**src/rtl/dphy_lane_receiver.sv**
```systemverilog
// -----------------------------------------------------------------------------
// dphy_lane_receiver
//
// Single-lane MIPI D-PHY high-speed receiver. The serial lane is sampled on
// both edges of the DDR bit clock. The receiver hunts for the HS sync byte at
// either bit alignment, then deserialises the LSB-first payload into bytes.
// Each byte is presented with a one-cycle enable pulse. Once locked, the lane
// stays locked until reset; the packet layer asserts reset at packet end.
//
// Parameters:
//   SYNC_BYTE  HS leader/sync byte value, received LSB first.
//
// Ports:
//   clock_p  in   1  DDR bit clock; outputs registered on the rising edge.
//   reset    in   1  Asynchronous, active-high; returns the lane to HUNT.
//   data_p   in   1  Serial HS data lane.
//   data     out  8  Last deserialised payload byte; bit 0 received first.
//   enable   out  1  One-cycle pulse: data holds a new byte.
// -----------------------------------------------------------------------------
module dphy_lane_receiver #(
    parameter logic [7:0] SYNC_BYTE = 8'hB8
) (
    input  logic       clock_p,
    input  logic       reset,
    input  logic       data_p,
    output logic [7:0] data,
    output logic       enable
);

    typedef enum logic [0:0] {
        StHunt,
        StLocked
    } state_t;

    state_t     state_q, state_d;

    // Bit A is sampled on the rising edge, bit B on the following falling edge.
    logic       bit_a_q;
    logic       bit_b_q;

    logic [9:0] window_q, window_d;
    logic [1:0] pair_cnt_q, pair_cnt_d;
    logic       align_q, align_d;     // 0: even (newest 8 bits), 1: odd
    logic [7:0] data_q, data_d;
    logic       enable_q, enable_d;

    logic       match_even;
    logic       match_odd;
    logic [7:0] byte_even;
    logic [7:0] byte_odd;

    // -------------------------------------------------------------------------
    // Dual-edge sampling
    // -------------------------------------------------------------------------
    always_ff @(posedge clock_p or posedge reset) begin
        if (reset) begin
            bit_a_q <= 1'b0;
        end else begin
            bit_a_q <= data_p;
        end
    end

    always_ff @(negedge clock_p or posedge reset) begin
        if (reset) begin
            bit_b_q <= 1'b0;
        end else begin
            bit_b_q <= data_p;
        end
    end

    // -------------------------------------------------------------------------
    // Shift window: one bit pair per rising edge, newest bit at the MSB.
    // A precedes B in time, so B lands above A.
    // -------------------------------------------------------------------------
    always_comb begin
        window_d = {bit_b_q, bit_a_q, window_q[9:2]};
    end

    // Candidate bytes are taken from the window as it will be after this edge,
    // so a completed byte is emitted on the edge that shifts its last pair in.
    always_comb begin
        byte_even  = window_d[9:2];
        byte_odd   = window_d[8:1];
        match_even = (byte_even == SYNC_BYTE);
        match_odd  = (byte_odd == SYNC_BYTE);
    end

    // -------------------------------------------------------------------------
    // State register
    // -------------------------------------------------------------------------
    always_ff @(posedge clock_p or posedge reset) begin
        if (reset) begin
            state_q    <= StHunt;
            window_q   <= 10'd0;
            pair_cnt_q <= 2'd0;
            align_q    <= 1'b0;
            data_q     <= 8'h00;
            enable_q   <= 1'b0;
        end else begin
            state_q    <= state_d;
            window_q   <= window_d;
            pair_cnt_q <= pair_cnt_d;
            align_q    <= align_d;
            data_q     <= data_d;
            enable_q   <= enable_d;
        end
    end

    // -------------------------------------------------------------------------
    // Next-state and output logic
    // -------------------------------------------------------------------------
    always_comb begin
        state_d    = state_q;
        pair_cnt_d = pair_cnt_q;
        align_d    = align_q;
        data_d     = data_q;
        enable_d   = 1'b0;

        case (state_q)
            StHunt: begin
                // Even alignment takes priority when both candidates match.
                if (match_even) begin
                    state_d    = StLocked;
                    align_d    = 1'b0;
                    pair_cnt_d = 2'd0;
                end else if (match_odd) begin
                    state_d    = StLocked;
                    align_d    = 1'b1;
                    pair_cnt_d = 2'd0;
                end
            end

            StLocked: begin
                pair_cnt_d = pair_cnt_q + 2'd1;
                // Fourth pair since the last byte boundary completes a byte;
                // no re-alignment happens here, so sync-like payload passes.
                if (pair_cnt_q == 2'd3) begin
                    data_d   = align_q ? byte_odd : byte_even;
                    enable_d = 1'b1;
                end
            end

            default: begin
                state_d = StHunt;
            end
        endcase
    end

    assign data   = data_q;
    assign enable = enable_q;

endmodule

```
**config.mk**
```make
export PLATFORM = sky130hd
export DESIGN_NAME = dphy_lane_receiver
export DESIGN_NICKNAME = d
export VERILOG_FILES = /design/src/rtl/dphy_lane_receiver.sv
export SDC_FILE = /design/constraint.sdc
export NUM_CORES = 1
export LEC_CHECK = 0
export ABC_CLOCK_PERIOD_IN_PS = 2000
export CORE_UTILIZATION = 54
export CTS_CLUSTER_SIZE = 12
export DETAILED_ROUTE_END_ITERATION = 8
export PLACE_DENSITY = 0.77
export SETUP_SLACK_MARGIN = 0.3
export SLEW_MARGIN = 20
export SYNTH_ARGS = -nofsm -noshare
export SYNTH_HDL_FRONTEND = slang
export SYNTH_SLANG_ARGS = --single-unit
```
**constraint.sdc**
```tcl
create_clock -name clock_p -period 2 [get_ports clock_p]
set_clock_uncertainty 0.1 [all_clocks]
set_input_delay 0.2 -clock clock_p [delete_from_list [all_inputs] [get_ports clock_p]]
set_output_delay 0.2 -clock clock_p [all_outputs]
set_load 0.05 [all_outputs]
```
Fig. 1: signal wires on met1
Drawn at 10 px/um. Cells faint in the background.
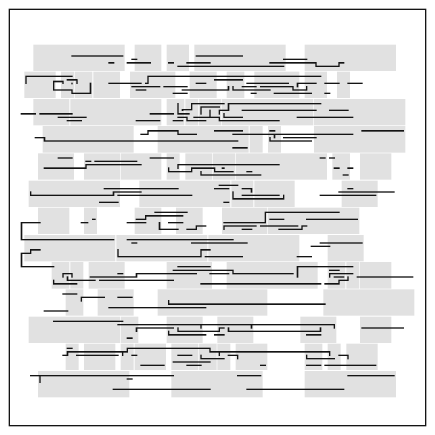
The wires run mostly horizontal. The layer carries 704 um of wire. The longest straight run is 21.6 um. 76 nets have wire on it.

Fig. 2: met2 routing
Drawn at 12 px/um.
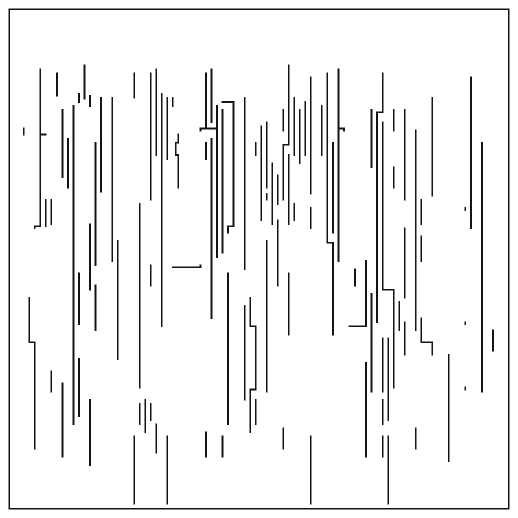
The wires run mostly vertical. 75 nets have wire on it.
routed wire length: 1.45 mm
via total after detailed routing: 527

==> results.txt <==
Implementation numbers.

- The flow ran to the end, but the final reports show violations.
- The final reports fail on negative setup slack.
- The count of final hold-check violations is 0.
- The finished layout holds 98 standard cells, fillers aside.
- The global-route wire length before repair reads between 2 and 2.5 mm.
- In this run the clock root is driven by a sky130_fd_sc_hd__clkbuf_4.
- The CTS log lists the clock sinks for this run as 22.
- According to the report, the first pass of detailed routing completed in 4 iterations.
- The width of the die is 41.5 um.
- The summed standard-cell area reported by yosys is 842 um2.
- The total area of sequential cells reads about 550 um2.
- The kind of end point of the critical path reads a register.
- Summed over all layers, the global routing overflow is 0.
- For the worst setup path, the data required time is around 2100 ps.
- The floorplan step defined a core boundary enclosing 1380 um2.
- The global-route usage over all layers reads between 15 and 20%.
- The number of H-tree levels reads 1.
- Summed over all cells, the static leakage comes to 0.481 nW.
- Entering global routing, the biggest net connects 22 pins.
- Across all setup checks in the final design, the least slack found is -166 ps.
- On the critical path the data arrives at 2270 ps.
- Nets still carrying antenna violations after routing amount to 0.
- The critical path start-end classification is reg -> reg.
- In this run the mean area of a mapped cell was 12.8 um2.
- The total power divided by cell area is roughly 1500 nW/um2.
- The kind of cell adding the most delay to the critical path is simple AND/OR/NAND/NOR gates.
- The starting density of the core is 60.9%.
- The net count entering floorplan is 70.
- The number of different library cells used by synthesis comes to 19.
- The share of the core filled with cells in the final layout is roughly 75%.
- Sequential cells were found to cover 65.4% of the synthesized design area.
- Input and output buffers added on the ports amount to 11.
- The top-level port count reads 12.
- The number of buffers added by the clock tree synthesis step is 3.
- Yosys reported that registers with async set or reset make up 100%.
- The highest net fanout along the worst path reads 3.
- The prevailing post-synth register cell reads sky130_fd_sc_hd__dfrtp_1.
- The synthesis run shows the most used standard cells to be 21 x sky130_fd_sc_hd__dfrtp_1, 8 x sky130_fd_sc_hd__a21oi_1, 8 x sky130_fd_sc_hd__mux2i_1, 8 x sky130_fd_sc_hd__nor2_1, 3 x sky130_fd_sc_hd__nand2_1.
- The clock tree from TritonCTS is built.
- The post-synthesis instance total is between 60 and 70.
- Counting the fill cells in the layout gives approximately 100.
- The number of antenna violations at the first check in global routing is 0.
- The fraction of post-synthesis cell area in the top cell type by area reads ~62%.
- After detailed routing, the average wire length per cell comes to 14.8 um.
- The area growth from synthesis to layout is 22.7%.
- The maximum vdd ir drop reads 1.31 mV.
- The cell with the most instances after synthesis reads sky130_fd_sc_hd__dfrtp_1.
- The final number of setup-violating endpoints is 5.
- The number of synthesized register bits is 22.
- The worst setup path is launched from a register.
- Per the final layout report, the fraction of cells sized above drive strength 1 comes to between 10% and 20%.
- The total stage count of the critical path is 3.
- The final instance area reads 1030 um2.
- The pre-CTS setup slack reads -153 ps.
- Per the placement report, the placed cell count is a little over 90.
- Measured along the y axis, the die boundary spans around 41 um.
- The depth of the worst register-to-register path is 3.
- The critical path goes through and4bb_1 -> o21a_1 -> or2_1.
- The tightest slew margin relative to the limit reads 64.2%.
- The latest clock arrival within the worst-skew pair reads approximately 310 ps.
- Per the detailed placement report, the placed cell area equals approximately 960 um2.
- The combinational gate area reads 260 um2.
- The number of max-cap violations is 0.
- The chip footprint is 1720 um2.
- Per the post-run analysis, buffers plus inverters along the critical path come to 0.
- The setup TNS reads -482 ps.
- The number of buffers on the longest clock path reads 2.
- In the routed layout, each cell is associated on average with a via count of 5.38.
- The number of global-route vias before repair is 543.
- The peak per-stage delay on the critical path is approximately 360 ps.
- The number of warnings reported in the stage logs is 29.
- The final max-slew violation count is 0.
- The cell type of the slowest stage on the worst timing path reads sky130_fd_sc_hd__dfrtn_1.
- The count of yosys warnings during synthesis reads 0.
- The number of DRC violations after detailed routing reads 0.
- The initial DRC count reads 12.
- Setup repair after global routing could not meet its margin everywhere.
- For reference, the top cells by area after synthesis are sky130_fd_sc_hd__dfrtp_1 62%, sky130_fd_sc_hd__mux2i_1 9.5%, sky130_fd_sc_hd__a21oi_1 4.8%.
- The final hold slack is 161 ps.
- Yosys mapped a number of flops with a built-in enable equal to 0.
- The floorplan has 13 rows.
- Per the post-CTS timing run, clock transition at the registers of the reported paths is 130 ps.
- The total design power reads 1.59 mW.
- The global placement routability congestion reads between 0.7 and 0.8.
- The pin slew with the least headroom to its limit is 537 ps.
- The netlist area before placement is 842 um2.
- The layout net count reads 88.
- After synthesis, the design contains approximately 66 cells according to Yosys.
Fig. 3: signal wires on met3
Drawn at 6 px/um. Cells faint in the background.
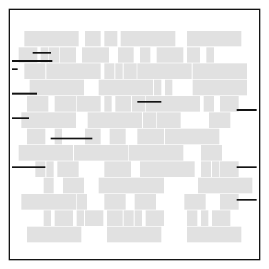
10 nets have wire on it. The longest straight run is 6.70 um.

cells by family after synthesis:
family,share of synthesized area [%]
buffers and inverters,3.71
flip-flops,65.4
AND-OR/OR-AND,8.32
adder cells (fa/ha/maj),1.49
AND/OR/NAND/NOR,11.6
multiplexers,9.51
layout make-up:
type                       instances  area share [%]
clock buffer                       3            2.18
clock inverter                     1            2.91
inverter                           2           0.726
multi-input combinational         39            25.2
sequential                        22            53.3
tap                               15            1.82
timing repair buffer              16            13.9
layout by cell type, fill, tap and decap left out:
cell type	instances
sky130_fd_sc_hd__and4bb_2	1
sky130_fd_sc_hd__and2_1	1
sky130_fd_sc_hd__dfrtp_1	21
sky130_fd_sc_hd__dlygate4sd2_1	9
sky130_fd_sc_hd__buf_4	3
sky130_fd_sc_hd__o21a_1	1
sky130_fd_sc_hd__nand2b_1	1
sky130_fd_sc_hd__a21oi_1	8
sky130_fd_sc_hd__nand2_1	3
sky130_fd_sc_hd__or2_1	1
sky130_fd_sc_hd__mux2i_1	8
sky130_fd_sc_hd__a31oi_1	2
sky130_fd_sc_hd__and4bb_1	2
sky130_fd_sc_hd__inv_1	2
sky130_fd_sc_hd__clkdlybuf4s50_1	2
sky130_fd_sc_hd__clkbuf_4	3
sky130_fd_sc_hd__o21ai_0	2
sky130_fd_sc_hd__nor2_1	8
sky130_fd_sc_hd__bufinv_16	1
sky130_fd_sc_hd__ha_1	1
sky130_fd_sc_hd__buf_6	2
sky130_fd_sc_hd__dfrtn_1	1
power breakdown:
group | total, mW | switching (mW) | internal, mW | leakage, nW
sequential | 0.642 | 0.0767 | 0.565 | 0.262
clock | 0.337 | 0.134 | 0.203 | 0.0279
combinational | 0.612 | 0.436 | 0.175 | 0.191
total | 1.59 | 0.647 | 0.943 | 0.481
per-layer routing:
metal	track usage (%)	routed length [um]	share of wire [%]	vias to the layer above
li1	-	-	-	261
met1	25.1	703	48	252
met2	29.1	695	48	12
met3	2.61	40	2.8	2
met4	9.68	12	0.83	0
met5	0	0	0	-
registers in the layout, summed over array words and instances, names as in the netlist:
register and cells:
align_q 1, pair_cnt_q 2, window_q 7, data 8
bit_b_q 1, state_q 1, bit_a_q 1, enable 1
worst paths after layout:
check / endpoint / start / slack, ps
worst min-delay path: data[7]$_DFFE_PP0P_ / reset / 160
worst max-delay path: state_q$_DFF_PP0_ / bit_b_q$_DFF_NP0_ / -170
max in group asynchronous: bit_b_q$_DFF_NP0_ / reset / 830
min in group clock_p: bit_a_q$_DFF_PP0_ / data_p / 250
worst min register to register: window_q[3]$_DFF_PP0_ / window_q[5]$_DFF_PP0_ / 330
worst max register to register: state_q$_DFF_PP0_ / bit_b_q$_DFF_NP0_ / -170
worst min-delay path: cells and delay by family:
| family | cells | cell delay [ps] |
|---|---|---|
| buffers and inverters | 3 | 770 |
repair_timing:
| item | 4_1_cts | 5_1_grt |
|---|---|---|
| buffers inserted | 2 | 1 |
| hold buffers | 0 | 0 |
| setup endpoints to repair | 14 | 6 |
| resized | 10 | 1 |
| gates cloned | 0 | 0 |
| pin swaps | 2 | 2 |
No activity file was given, so power comes from the tool's default toggle rates.
